Design cpu_mem_responder, sky130hd; sources not shown.
### Met1 routing

The bar under the picture is 100 um long. Supply wires on this layer in gray.
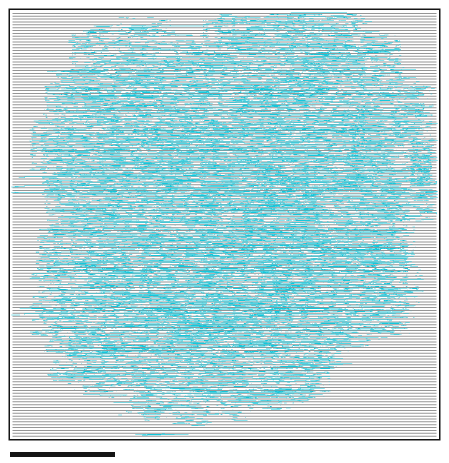
nets with wire on the layer = 4269
wire length on this layer = 84.1 mm
Final Routed Wirelength: 215000 um
met1 usage: 37.3%

### Met2 routing

Cells faint in the background.
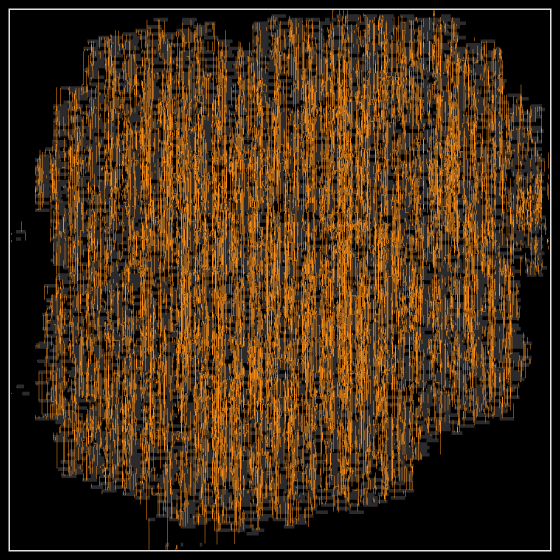
wire length on this layer = 100 mm
nets with wire on the layer = 3906
main direction = vertical
M2 GR Usage: 39.5%
Vias: 42.6k

### Met3 routing

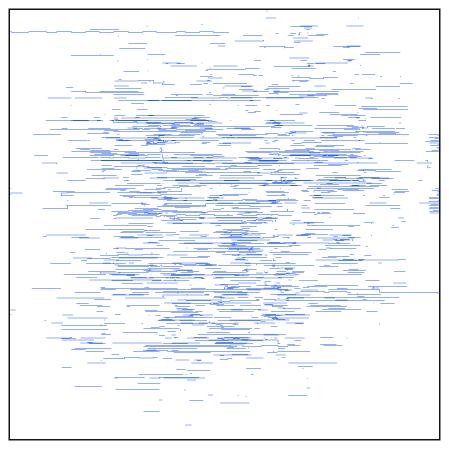
share of all routed wire = 11%
nets with wire on the layer = 579
wire length on this layer = 23.6 mm
main direction = horizontal
GRT met3 Usage: 5.49%

### Metal 4

Supply wires on this layer in gray.
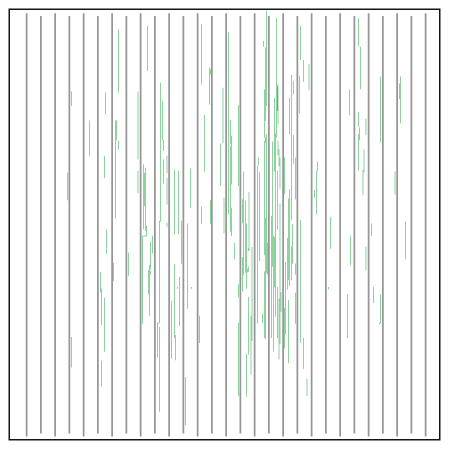
main direction = vertical
wire length on this layer = 7240 um

==> job_summary.md <==
### Yosys + OpenROAD results

| Metric | Value |
|---|---|
| Bufs and invs on worst path | `3` |
| Crit. End Element | `register` |
| Grt total ovfl | `0` |
| Multi-In Gates | `1676` |
| Mapped Area | `0.0818 sq mm` |
| Non-clk buf share | `3.69%` |
| R2R cell count | `9` |
| Top-count cell post-synth | `edfxtp_1` |
| Netlist cell types | `76` |
| Fillers | `12.0k` |
| DR WL met3 | `23600 um` |
| Clk latency late pin | `0.85 ns` |
| Hold Path Depth | `2` |
| Final Wtd Congestion | `0.893` |
| Hpwl dp | `134000 um` |
| Crit path max fanout | `14` |
| Async SR Flop Fraction | `0%` |
| CLK BUF | `248` |
| Startpoint types | `register` |
| Sequential Power Share | `51.9%` |
| Antenna violations before repair | `5` |
| Die height | `409 um` |
| Sw Pwr | `7.48 mW` |
| Clk network pwr share | `40.5%` |
| CTS Sinks | `2075` |
| HP Class | `reg -> reg` |
| Final ANT Viol Nets | `0` |
| YS chip area | `0.0818 sq mm` |
| RSZ-0062 raised after global routing | `false` |
| Core Footprint | `0.163 sq mm` |
| Xor/xnor share | `0.0749%` |
| Fraction of layout cells with a size suffix above 1 | `25.1%` |
| Vias in the first global route | `41.8k` |
| Met1 wire length | `84100 um` |
| Logic pwr share | `7.6%` |
| Die X | `409 um` |
| P per Cell Area | `355 mW/mm^2` |
| Peak VDD IR | `0.298 mV` |
| Synth Area in Adders | `0.107%` |
| Num CTS Buffers | `202` |
| CP max stage delay | `0.71 ns` |
| I/O Buffers | `49` |
| Most frequent cells in the layout | `2048 x edfxtp_1, 451 x mux4_2, 313 x nor2_1` |
| Max-slew violations | `0` |
| Area leader share | `75.2%` |
| Fmax | `230 MHz` |
| Cell type with the largest total area after synthesis | `edfxtp_1` |
| Ys Warns | `0` |
| Post-synth seq share | `75.8%` |
| Largest net degree at the start of global routing | `112` |
| Worst slew pin tran | `1.09 ns` |
| DR WL met2 | `100000 um` |
| Clk pwr | `13.4 mW` |
| Tool warnings | `34` |
| Util after Layout | `57.3%` |
| Register-to-register setup slack | `1.41 ns` |
| Drt via density | `6.37` |
| Sequential share of cell area | `66.6%` |
| Synth-to-layout area growth | `13.8%` |
| Worst path slowest cell | `nor2_1` |
| Multi-input combinational area share | `19.5%` |
| Final #Nets | `4391` |
| CTS tree | `yes` |
| Placed Instances | `6314` |
| Static leakage | `29.5 nW` |
| H-tree Lvls | `4` |
| Ao+oa area frac | `3.02%` |
| Clock Tree Root | `clkbuf_16` |
| Crit-path cells | `inv_1, ha_1, nand2_1, buf_4, or3_1, o21ai_1, nand3_1, buf_4, nor2_1` |
| Antenna cells | `4` |
| Most used DFF post-synth | `edfxtp_1` |
| Rows | `148` |
| Internal | `25.5 mW` |
| Area after DPL | `0.0864 sq mm` |
| Chip area | `0.167 sq mm` |
| Clock skew | `0.0487 ns` |
| DR DRC count | `0` |
| Max Root-Sink Buffers | `3` |
| Seq. pwr | `17.1 mW` |
| Number of enable flip-flop cells | `2048` |
| Proportion of cell area spent on the clock network | `7.17%` |
| Mux area share | `15.4%` |
| Crit share post-route | `75.5%` |
| Critical Path RT | `6.18 ns` |
| Avg Cell Area, Syn | `20.4 sq um` |
| Setup TNS | `0 ns` |
| Comb area | `0.0182 sq mm` |
| Commonest cells post-synth | `2048 x edfxtp_1, 451 x mux4_2, 315 x nor2_1` |
| Flop count | `2075` |
| Most numerous logic cell after layout | `edfxtp_1` |
| Top Metal Used | `met5` |
| Seq cells post-synth | `2075` |
| Detailed Route Iter0 Violations | `6235` |
| Run status | `completed` |
| Worst-path clk slew | `0.06 ns` |
Power is estimated from default activity; no workload was simulated.
